**config.mk**
```make
export PLATFORM = sky130hd
export DESIGN_NAME = serial_bit_tx_flat
export DESIGN_NICKNAME = d
export VERILOG_FILES = /design/src/rtl/serial_bit_tx_pkg.sv /design/src/rtl/serial_bit_tx_if.sv /design/src/rtl/serial_bit_tx_bit_timer.sv /design/src/rtl/serial_bit_tx.sv /design/src/flat_wrapper.sv
export VERILOG_INCLUDE_DIRS = /design/src /design/src/rtl
export SDC_FILE = /design/constraint.sdc
export NUM_CORES = 1
export LEC_CHECK = 0
export ABC_CLOCK_PERIOD_IN_PS = 2100
export CAP_MARGIN = 30
export CORE_MARGIN = 2
export CORE_UTILIZATION = 40
export CTS_CLUSTER_SIZE = 30
export DETAILED_ROUTE_END_ITERATION = 7
export PLACE_DENSITY_LB_ADDON = 0.2
export SETUP_SLACK_MARGIN = 0.02
export SKIP_LAST_GASP = 1
export SLEW_MARGIN = 20
export SYNTH_ARGS = -nofsm -noshare
export SYNTH_HDL_FRONTEND = slang
export SYNTH_SLANG_ARGS = --single-unit --ignore-timing --ignore-initial --compat-mode --unroll-limit 50000
```
**constraint.sdc**
```tcl
create_clock -name clk -period 2.1 [get_ports clk]
set_clock_uncertainty 0.2 [all_clocks]
set_input_delay 0.42 -clock clk [delete_from_list [all_inputs] [get_ports clk]]
set_output_delay 0.42 -clock clk [all_outputs]
set_load 0.02 [all_outputs]
```
**src/rtl/serial_defs.vh**
```
// serial_defs.vh - shared definitions for the serial transmitter slice.
// Holds the state encoding and the default bit-cell length. Included by
// serial_bit_tx_pkg. The guard keeps a second inclusion harmless.
`ifndef SERIAL_DEFS_VH
`define SERIAL_DEFS_VH

localparam logic [1:0] S_IDLE  = 2'd0;
localparam logic [1:0] S_START = 2'd1;
localparam logic [1:0] S_DATA  = 2'd2;
localparam logic [1:0] S_STOP  = 2'd3;

localparam int unsigned DEFAULT_CLKS_PER_BIT = 16;

`endif

```
**src/rtl/serial_bit_tx_pkg.sv**
```systemverilog
// serial_bit_tx_pkg - types and helpers shared by the serial transmitter.
//   state_e    : frame state, encoded from serial_defs.vh
//   cnt_width  : counter width for a count range, never below 1 bit
`timescale 1ns/1ps
package serial_bit_tx_pkg;

`include "serial_defs.vh"

   typedef enum logic [1:0] {
      StIdle  = S_IDLE,
      StStart = S_START,
      StData  = S_DATA,
      StStop  = S_STOP
   } state_e;

   // $clog2 of 1 is 0; a counter still needs one bit.
   function automatic int unsigned cnt_width(input int unsigned n);
      return (n <= 1) ? 1 : $clog2(n);
   endfunction

endpackage

```
**src/rtl/serial_bit_tx_if.sv**
```systemverilog
// serial_bit_tx_if - handshake and line bundle of the serial transmitter.
//   data  : frame payload, sampled on accept
//   load  : request to send data
//   ready : a load is accepted on this edge
//   busy  : a frame is on the line
//   done  : one-cycle pulse at frame end
//   txd   : serial line, idle high
// Modports: master (the sender of requests), slave (the transmitter).
`timescale 1ns/1ps
interface serial_bit_tx_if #(
   parameter int unsigned DATA_BITS = 8
) ();

   logic [DATA_BITS-1:0] data;
   logic                 load;
   logic                 ready;
   logic                 busy;
   logic                 done;
   logic                 txd;

   modport master (
      output data,
      output load,
      input  ready,
      input  busy,
      input  done,
      input  txd
   );

   modport slave (
      input  data,
      input  load,
      output ready,
      output busy,
      output done,
      output txd
   );

endinterface

```
**src/rtl/serial_bit_tx_bit_timer.sv**
```systemverilog
// serial_bit_tx_bit_timer - bit-cell timer for the serial transmitter.
//   clk  : clock, rising edge
//   rst  : asynchronous active-high reset
//   run  : count while high; held at zero while low
//   tick : high during the last cycle of each bit cell
`timescale 1ns/1ps
module serial_bit_tx_bit_timer
   import serial_bit_tx_pkg::*;
#(
   parameter int unsigned CLKS_PER_BIT = DEFAULT_CLKS_PER_BIT
) (
   input  logic clk,
   input  logic rst,
   input  logic run,
   output logic tick
);

   localparam int unsigned     CW   = cnt_width(CLKS_PER_BIT);
   localparam logic [CW-1:0]   LAST = CW'(CLKS_PER_BIT - 1);

   logic [CW-1:0] cnt_q, cnt_d;

   always_comb begin
      cnt_d = cnt_q;
      if (!run || (cnt_q == LAST)) begin
         cnt_d = '0;
      end else begin
         cnt_d = cnt_q + 1'b1;
      end
   end

   always_ff @(posedge clk or posedge rst) begin
      if (rst) begin
         cnt_q <= '0;
      end else begin
         cnt_q <= cnt_d;
      end
   end

   assign tick = run && (cnt_q == LAST);

endmodule

```
**src/rtl/serial_bit_tx.sv**
```systemverilog
// serial_bit_tx - asynchronous-framed serial transmitter (board-level model).
// Sends start bit, DATA_BITS data bits LSB first, then STOP_BITS stop bits,
// each cell CLKS_PER_BIT clocks long. The line pin carries TTL-like rise and
// fall delays for simulation.
//   clk : clock, rising edge
//   rst : asynchronous active-high reset
//   bus : serial_bit_tx_if slave (data, load, ready, busy, done, txd)
`timescale 1ns/1ps
module serial_bit_tx
   import serial_bit_tx_pkg::*;
#(
   parameter int unsigned DATA_BITS    = 8,
   parameter int unsigned STOP_BITS    = 1,
   parameter int unsigned CLKS_PER_BIT = DEFAULT_CLKS_PER_BIT,
   parameter int unsigned TPLH         = 25,
   parameter int unsigned TPHL         = 40
) (
   input logic            clk,
   input logic            rst,
   serial_bit_tx_if.slave bus
);

   localparam int unsigned   BW        = cnt_width(DATA_BITS + 1);
   localparam logic [BW-1:0] LAST_DATA = BW'(DATA_BITS - 1);
   localparam logic [BW-1:0] LAST_STOP = BW'(STOP_BITS - 1);

   state_e               state_q, state_d;
   logic [DATA_BITS-1:0] shift_q, shift_d;
   logic [BW-1:0]        bit_cnt_q, bit_cnt_d;
   logic                 txd_q, txd_d;
   logic                 ready_q, ready_d;
   logic                 busy_q, busy_d;
   logic                 done_q, done_d;
   logic                 run;
   logic                 tick;

   assign run = (state_q != StIdle);

   serial_bit_tx_bit_timer #(
      .CLKS_PER_BIT(CLKS_PER_BIT)
   ) u_bit_timer (
      .clk (clk),
      .rst (rst),
      .run (run),
      .tick(tick)
   );

   always_comb begin
      state_d   = state_q;
      shift_d   = shift_q;
      bit_cnt_d = bit_cnt_q;
      txd_d     = txd_q;
      ready_d   = ready_q;
      busy_d    = busy_q;
      done_d    = 1'b0;
      case (state_q)
         StIdle: begin
            if (bus.load && ready_q) begin
               state_d   = StStart;
               shift_d   = bus.data;
               bit_cnt_d = '0;
               txd_d     = 1'b0;
               ready_d   = 1'b0;
               busy_d    = 1'b1;
            end
         end
         StStart: begin
            if (tick) begin
               state_d   = StData;
               txd_d     = shift_q[0];
               shift_d   = shift_q >> 1;
               bit_cnt_d = '0;
            end
         end
         StData: begin
            if (tick) begin
               if (bit_cnt_q == LAST_DATA) begin
                  state_d   = StStop;
                  txd_d     = 1'b1;
                  bit_cnt_d = '0;
               end else begin
                  txd_d     = shift_q[0];
                  shift_d   = shift_q >> 1;
                  bit_cnt_d = bit_cnt_q + 1'b1;
               end
            end
         end
         StStop: begin
            if (tick) begin
               if (bit_cnt_q == LAST_STOP) begin
                  state_d   = StIdle;
                  bit_cnt_d = '0;
                  ready_d   = 1'b1;
                  busy_d    = 1'b0;
                  done_d    = 1'b1;
               end else begin
                  bit_cnt_d = bit_cnt_q + 1'b1;
               end
            end
         end
         default: begin
            state_d = StIdle;
         end
      endcase
   end

   always_ff @(posedge clk or posedge rst) begin
      if (rst) begin
         state_q   <= StIdle;
         shift_q   <= '0;
         bit_cnt_q <= '0;
         txd_q     <= 1'b1;
         ready_q   <= 1'b1;
         busy_q    <= 1'b0;
         done_q    <= 1'b0;
      end else begin
         state_q   <= state_d;
         shift_q   <= shift_d;
         bit_cnt_q <= bit_cnt_d;
         txd_q     <= txd_d;
         ready_q   <= ready_d;
         busy_q    <= busy_d;
         done_q    <= done_d;
      end
   end

   assign bus.ready = ready_q;
   assign bus.busy  = busy_q;
   assign bus.done  = done_q;

   // Line pin: one copy delayed by the rise time, one by the fall time.
   // Combining them picks the rise delay for 0->1 and the fall delay for 1->0;
   // a pulse shorter than the delay difference never reaches the pin.
   logic txd_lh;
   logic txd_hl;

   assign #(TPLH) txd_lh = txd_q;
   assign #(TPHL) txd_hl = txd_q;

   assign bus.txd = (TPHL >= TPLH) ? (txd_lh | txd_hl) : (txd_lh & txd_hl);

endmodule
```
**src/flat_wrapper.sv**
```systemverilog
// flat-port wrapper written by rule: the top's interface ports become plain ports
module serial_bit_tx_flat import serial_bit_tx_pkg::*;
#(
   parameter int unsigned DATA_BITS    = 8,
   parameter int unsigned STOP_BITS    = 1,
   parameter int unsigned CLKS_PER_BIT = DEFAULT_CLKS_PER_BIT,
   parameter int unsigned TPLH         = 25,
   parameter int unsigned TPHL         = 40
)
  (clk, rst, bus_data, bus_load, bus_ready, bus_busy, bus_done, bus_txd);
  serial_bit_tx_if #(.DATA_BITS(DATA_BITS)) bus_i ();
  input logic clk;
  input logic rst;
  input wire logic [$bits(bus_i.data)-1:0] bus_data;
  input wire logic [$bits(bus_i.load)-1:0] bus_load;
  output wire logic [$bits(bus_i.ready)-1:0] bus_ready;
  output wire logic [$bits(bus_i.busy)-1:0] bus_busy;
  output wire logic [$bits(bus_i.done)-1:0] bus_done;
  output wire logic [$bits(bus_i.txd)-1:0] bus_txd;
  assign bus_i.data = bus_data;
  assign bus_i.load = bus_load;
  assign bus_ready = bus_i.ready;
  assign bus_busy = bus_i.busy;
  assign bus_done = bus_i.done;
  assign bus_txd = bus_i.txd;
  serial_bit_tx #(.DATA_BITS(DATA_BITS), .STOP_BITS(STOP_BITS), .CLKS_PER_BIT(CLKS_PER_BIT), .TPLH(TPLH), .TPHL(TPHL)) u_core (.clk(clk), .rst(rst), .bus(bus_i));
endmodule
```
==> run_1/io_fan.png <==
(8 px per um)
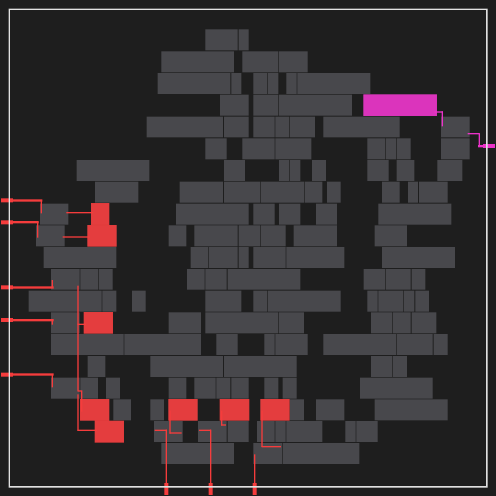
port	colour	direction	end cells	buffers	wire
bus_done	magenta	output	1	1	6.20 um
bus_data	red	input	8	8	90.0 um
count of buffers inserted at the top-level ports: 14
number of I/O pins: 15

==> run_1/logic_types.png <==
(6 px per um)
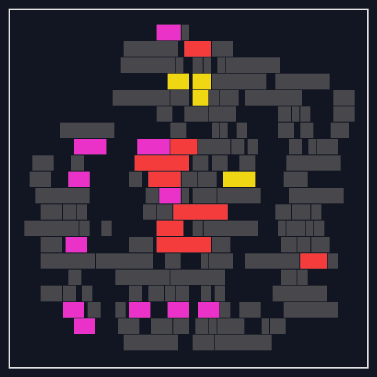
family	colour	cells
mux cells	magenta	11
non-inverting ao/oa cells	yellow	4
fa/ha/maj cells	red	8

==> results.json, run 1 <==
{
  "clock_tree_from_tritoncts": "built",
  "antenna_found_initial": 0,
  "nFlopsAndLatches": 22,
  "num-nonclk-inverters": 9,
  "power_leader": "registers",
  "setup_total_negative_slack_ns": 0,
  "finalClockPeriodUsage_pct": 97.4,
  "dominant-cell-class": "multi-input combinational cells",
  "floorplan.die.width_um": 59.5,
  "htree_num_levels": 1,
  "root_buffer": "clkbuf_4",
  "nets": 160,
  "worstPathArrival_ns": 2.04,
  "core_util_floorplan_pct": 41.0,
  "finalSetupViolCount": 0,
  "antenna-diode-count": 0,
  "pwr.group.sequential_uw": 424,
  "fp.dieArea_um2": 3540,
  "final-max-slew-violation-count": 0,
  "clock_buffer_count": 3,
  "combinational_power_share_pct": 4.5,
  "critPathSlowestCell": "dfrtp_2",
  "postSynth.topFlopCell": "dfrtp_1",
  "power_switching_uw": 132,
  "logic_gate_count": 78,
  "share_clk_of_total_power_pct": 29.3,
  "seq_area_um2": 556,
  "clock.latency.late_pin_ns": 0.30,
  "p_clk_uw": 188,
  "top_area_share_pct": 40.6,
  "clock_tree.buffer_depth": 2,
  "count_of_tool_warnings": 33,
  "rows": 20,
  "nFillCells": 270,
  "final.hold.worst_slack_ns": 0.234,
  "overall_via_count_from_detail_route": 904,
  "first_global_vias": 928,
  "worst_r2r_path_depth": 5,
  "syn_area_um2": 1230,
  "final_period_minus_worst_setup_slack_ns": 2.04,
  "power_density_nw_per_um2": 406,
  "place_worst_setup_slack_ns": 0.0224,
  "grt_overflow_total": 0,
  "synthCells": 113,
  "drt_first_iter_violations": 38,
  "run_status": "complete, no violations",
  "worstHoldPathType": "in -> async",
  "syn_area_cell_um2": 10.9,
  "power.switching_fraction_pct": 20.6,
  "share_of_synthesized_area_occupied_by_flip_flops_and_latches_pct": 44.9,
  "p_seq_share_pct": 66.2,
  "fmax_ghz": 0.489,
  "maximum_number_of_pins_on_one_net_before_global_route_repair": 23,
  "remaining_drc_errors": 0,
  "cp_top_family": "simple AND/OR/NAND/NOR gates",
  "hold_viol": 0,
  "area_share_nonclk_buffers_pct": 15.5,
  "pin_slew_with_the_least_headroom_to_its_limit_ns": 0.300,
  "synth.top_cells.by_area": "dfrtp_1 41%, ha_1 8.1%, mux2i_1 6.5%",
  "tapCellCount": 33,
  "sh_seq_area_pct": 35.2,
  "critical_path.endpoint_type": "flop",
  "reg2reg_to": "u_core.state_q[1]",
  "cts-buffers-inserted": 3,
  "crit-reg2reg-launch": "u_core.state_q[1]",
  "drive_above_1_share_pct": 30.2,
  "cts.sink_count": 22,
  "area_growth_syn_to_layout_pct": 27.9,
  "core_area_um2": 3000,
  "dp_hpwl_mm": 1.66,
  "nNonClkBuffers": 27,
  "cp.buffers_inverters": 0,
  "layout.area.comb_um2": 674,
  "yosys_warnings": 0,
  "maximum_fanout_along_the_worst_path": 7,
  "cell_internal_power_dissipation_uw": 509
}
==> run_1/wires.png <==
(6 px per um)
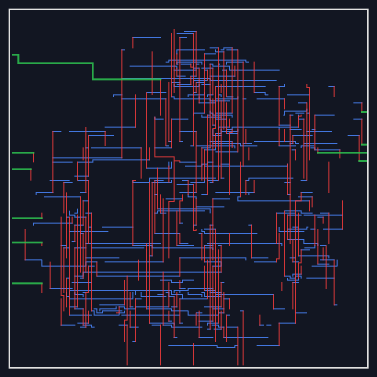
layer	colour	wire length
metal 3	green	60.2 um
metal 1	blue	1,020 um
metal 2	red	1,200 um
wire length after detailed routing: 2.28 mm
drt wl/cell: 13.2 um

==> run_1/flops_by_reg.png <==
(4 px per um) Other sequential cells in the stronger grey, the rest of the logic in the fainter grey.
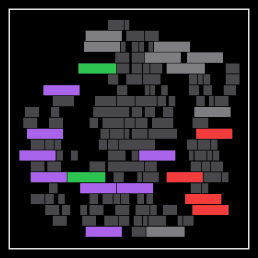
signal	colour	sequential cells
u_core.state_q	green	2
u_core.shift_q	purple	8
u_core.u_bit_timer.cnt_q	red	4

-- run 1: cells in the mapped netlist, types with 2 or more instances --
library cell  count
a21oi_1           9
a31oi_1           8
buf_6             2
dfrtp_1          20
dfstp_2           2
ha_1              8
inv_1             9
mux2i_1           8
nand2_1           2
nand2b_1          2
nand3_1           2
nand4b_1          3
nor2_1            5
nor3_1            3
o21ai_0           5
-- run 1: registers in the layout, indices dropped and copies added, names as in the netlist --
register and count:
u_core.shift_q 8, u_core.bit_cnt_q 4, u_core.u_bit_timer.cnt_q 4, u_core.state_q 2, u_core.bus.busy 1, u_core.bus.done 1, u_core.bus.ready 1, u_core.bus.txd 1
-- run 1: worst max path at each step --
stage                       from           endpoint  slack, ns
2_1_floorplan  u_core.state_q[0]  u_core.state_q[1]       0.03
3_5_place_dp   u_core.state_q[0]  u_core.state_q[1]       0.02
3_3_place_gp   u_core.state_q[0]  u_core.state_q[1]       0.07
5_1_grt        u_core.state_q[1]  u_core.state_q[0]     0.0007
4_1_cts        u_core.state_q[0]  u_core.state_q[1]      0.008
6_report       u_core.state_q[1]  u_core.state_q[1]       0.06
-- run 1: routing by layer --
metal  share of wire (%)  wire length (um)  GRT usage (%)  up-vias
li1                    -                 -              -      458
met1                  45              1020           17.3      436
met2                  53              1200           26.7       10
met3                 2.6                60           2.62        0
met4                   0                 0           3.81        0
met5                   0                 0              0        -
-- run 1: placed cells by master, fill, tap and decap left out, types with 2 or more instances in the layout --
| cell | count |
|---|---|
| mux2i_1 | 8 |
| ha_1 | 4 |
| dfrtp_1 | 18 |
| dfrtp_2 | 2 |
| a21oi_1 | 9 |
| nand2_1 | 2 |
| nor2_1 | 5 |
| a31oi_1 | 8 |
| nor3_1 | 2 |
| mux2_4 | 2 |
| buf_6 | 2 |
| clkdlybuf4s50_1 | 12 |
| clkbuf_4 | 3 |
| ha_4 | 3 |
| nand3_1 | 2 |
| inv_1 | 7 |
| buf_4 | 10 |
| o21ai_0 | 5 |
| dfstp_2 | 2 |
| nand4b_1 | 3 |
| nand2b_1 | 2 |
| inv_4 | 2 |
-- run 1: through the flow --
stage | std cells | utilization (%) | cell area, um^2 | power [uW]
2_1_floorplan | 113 | - | 1240 | 439
3_3_place_gp | 165 | 48.5 | 1460 | 461
3_5_place_dp | 165 | 48.5 | 1460 | 462
4_1_cts | 169 | 49.4 | 1480 | 655
5_1_grt | 172 | 52.5 | 1580 | 672
6_report | 172 | 52.5 | 1580 | 640
-- run 1: kinds of logic after synthesis --
| family | count (synthesis) | synth area share, % |
|---|---|---|
| fa+ha+maj | 8 | 8.12 |
| flops | 22 | 44.9 |
| buf+inv | 13 | 5.28 |
| xor+xnor | 1 | 0.711 |
| mux | 11 | 9.54 |
| simple gates | 27 | 13.9 |
| compound gates | 31 | 17.6 |
-- run 1: repair_timing --
| item | CTS | global route |
|---|---|---|
| hold buffers | 0 | 0 |
| pin swaps | 0 | 4 |
| resized | 1 | 19 |
| endpoints found under the setup margin | 3 | 16 |
| buffers inserted | 1 | 2 |
| gates cloned | 0 | 1 |
| hold endpoints to repair | 0 | 0 |
-- run 1: worst min-delay path, delay by kind of cell --
kind / cells / cell delay (ns)
buf+inv: 3 / 0.71
==> run 2: changes to the inputs <==
--- a/config.mk
+++ b/config.mk
@@ -15,7 +15,6 @@
 export PLACE_DENSITY_LB_ADDON = 0.2
 export SETUP_SLACK_MARGIN = 0.02
 export SKIP_LAST_GASP = 1
-export SLEW_MARGIN = 20
 export SYNTH_ARGS = -nofsm -noshare
 export SYNTH_HDL_FRONTEND = slang
 export SYNTH_SLANG_ARGS = --single-unit --ignore-timing --ignore-initial --compat-mode --unroll-limit 50000
==> run_2/wires.png <==
(6 px per um)
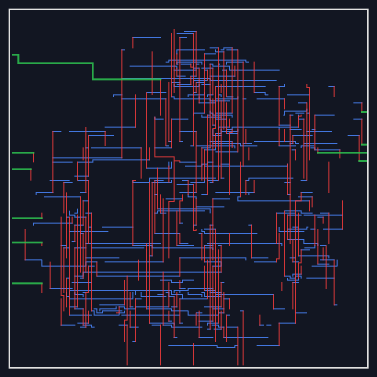
layer	colour	wire length
metal 1	blue	1,020 um
metal 3	green	60.2 um
metal 2	red	1,200 um

==> results.json, run 2 <==
{
  "run_status": "complete, no violations",
  "drive_above_1_share_pct": 30.2,
  "fp.dieArea_um2": 3540,
  "antenna-diode-count": 0,
  "hold_viol": 0,
  "final.hold.worst_slack_ns": 0.234,
  "floorplan.die.width_um": 59.5,
  "final_period_minus_worst_setup_slack_ns": 2.04,
  "antenna_found_initial": 0,
  "cts-buffers-inserted": 3,
  "finalNonFillerCells": 172,
  "setup_total_negative_slack_ns": 0,
  "maximum_number_of_pins_on_one_net_before_global_route_repair": 23,
  "critical_path.endpoint_type": "flop",
  "htree_num_levels": 1,
  "yosys_warnings": 0,
  "top_area_share_pct": 40.6,
  "drt_first_iter_violations": 38,
  "finalClockPeriodUsage_pct": 97.4,
  "nets": 160,
  "dp_hpwl_mm": 1.66,
  "worst_r2r_path_depth": 5,
  "wire_length_after_detailed_routing_mm": 2.28,
  "clock_tree_from_tritoncts": "built",
  "clock.latency.late_pin_ns": 0.30,
  "finalSetupViolCount": 0,
  "core_util_floorplan_pct": 41.0,
  "rows": 20,
  "layout_top_registers": "u_core.shift_q: 8 flops, u_core.bit_cnt_q: 4 flops, u_core.u_bit_timer.cnt_q: 4 flops",
  "first_global_vias": 928,
  "final_layout_top_logic_cells": "18 x dfrtp_1, 12 x clkdlybuf4s50_1, 10 x buf_4",
  "yosys.cell_count.top_type": "dfrtp_1",
  "syn_area_um2": 1230,
  "regMostFlops": "u_core.shift_q",
  "layout_top_cell_excl_fill_tap": "dfrtp_1",
  "cts.sink_count": 22,
  "overall_via_count_from_detail_route": 904,
  "dp.cells": 165,
  "buffer_ports.inserted": 14,
  "postSynth.topFlopCell": "dfrtp_1",
  "worstHoldPathType": "in -> async",
  "area_growth_syn_to_layout_pct": 27.9,
  "pin_slew_with_the_least_headroom_to_its_limit_ns": 0.300,
  "routed_wire_length_per_instance_um": 13.2,
  "root_buffer": "clkbuf_4",
  "clock_tree.buffer_depth": 2,
  "largest_register_ffs": 8,
  "core_area_um2": 3000,
  "remaining_drc_errors": 0,
  "fmax_ghz": 0.489,
  "final-max-slew-violation-count": 0,
  "finish.utilization_pct": 52.5,
  "share_of_synthesized_area_occupied_by_flip_flops_and_latches_pct": 44.9,
  "reg2reg_to": "u_core.state_q[1]",
  "crit_start": "u_core.state_q[1]",
  "synthTopCellsByCount": "20 x dfrtp_1, 9 x a21oi_1, 9 x inv_1",
  "place_worst_setup_slack_ns": 0.0224,
  "power_density_nw_per_um2": 406,
  "worstPathArrival_ns": 2.04,
  "groute.layer.met3.usage_pct": 2.62,
  "fraction_of_met2_tracks_used_by_global_routing_pct": 26.7,
  "top_usage_layer": "met2",
  "synth.top_cells.by_area": "dfrtp_1 41%, ha_1 8.1%, mux2i_1 6.5%"
}
[run 2: cell counts after synthesis]
Identical to the previous run, type by type.
[run 2: worst max-delay path: cells and delay by family, from the launching register on]
family,cells,cell delay (ns)
and+or+nand+nor,2,0.50
DFF,1,0.49
muxes,1,0.30
AOI/OAI and AO/OA,1,0.26
adders and majority gates,1,0.19
[run 2: logic make-up (layout without fill, tap and decap cells)]
group | count (synthesis) | count (layout) | share of synthesized area, %
AOI/OAI and AO/OA | 31 | 31 | 17.6
and+or+nand+nor | 27 | 27 | 13.9
DFF | 22 | 22 | 44.9
buffers and inverters | 13 | 39 | 5.28
muxes | 11 | 11 | 9.54
adders and majority gates | 8 | 8 | 8.12
xor gates and xnor gates | 1 | 1 | 0.711
[run 2: layout make-up]
| class | count | area [um^2] |
|---|---|---|
| tap | 33 | 41.3 |
| timing repair buffer | 27 | 244 |
| inverter | 9 | 38.8 |
| multi-input combinational | 78 | 674 |
| sequential | 22 | 556 |
| clock buffer | 3 | 22.5 |
| fill | 270 | 1430 |
[run 2: layer usage]
layer	vias up	routed length [um]
li1	458	-
met1	436	1020
met2	10	1200
met3	0	60
met4	0	0
met5	-	0
[run 2: repair_timing]
action                                  in CTS  in global routing
gates cloned                                 0                  1
endpoints found under the setup margin       3                 16
setup buffers                                1                  2
resized                                      1                 19
pin swaps                                    0                  4
hold buffers                                 0                  0
[run 2: per-stage QoR]
step | power [uW] | cell area (um^2)
global route | 672 | 1580
detailed placement | 462 | 1460
CTS | 655 | 1480
global placement | 461 | 1460
floorplan | 439 | 1240
finish | 640 | 1580
[run 2: worst min path at each step]
stage | startpoint | to | slack, ns | depth (start not counted)
floorplan | rst | u_core.bit_cnt_q[0] | 0.21 | 1
global placement | u_core.bus.txd | u_core.bus.txd | 0.27 | 2
detailed placement | u_core.bus.txd | u_core.bus.txd | 0.29 | 2
CTS | rst | u_core.u_bit_timer.cnt_q[3] | 0.23 | 3
global route | rst | u_core.shift_q[5] | 0.27 | 3
finish | rst | u_core.u_bit_timer.cnt_q[3] | 0.23 | 3
[run 2: report_power, final]
| part | internal [uW] | switching (uW) |
|---|---|---|
| Combinational | 18.0 | 11.0 |
| Clock | 66.9 | 121 |
| Sequential | 424 | 0 |
Power figures rest on the tool's default switching activity, not on a simulated workload.
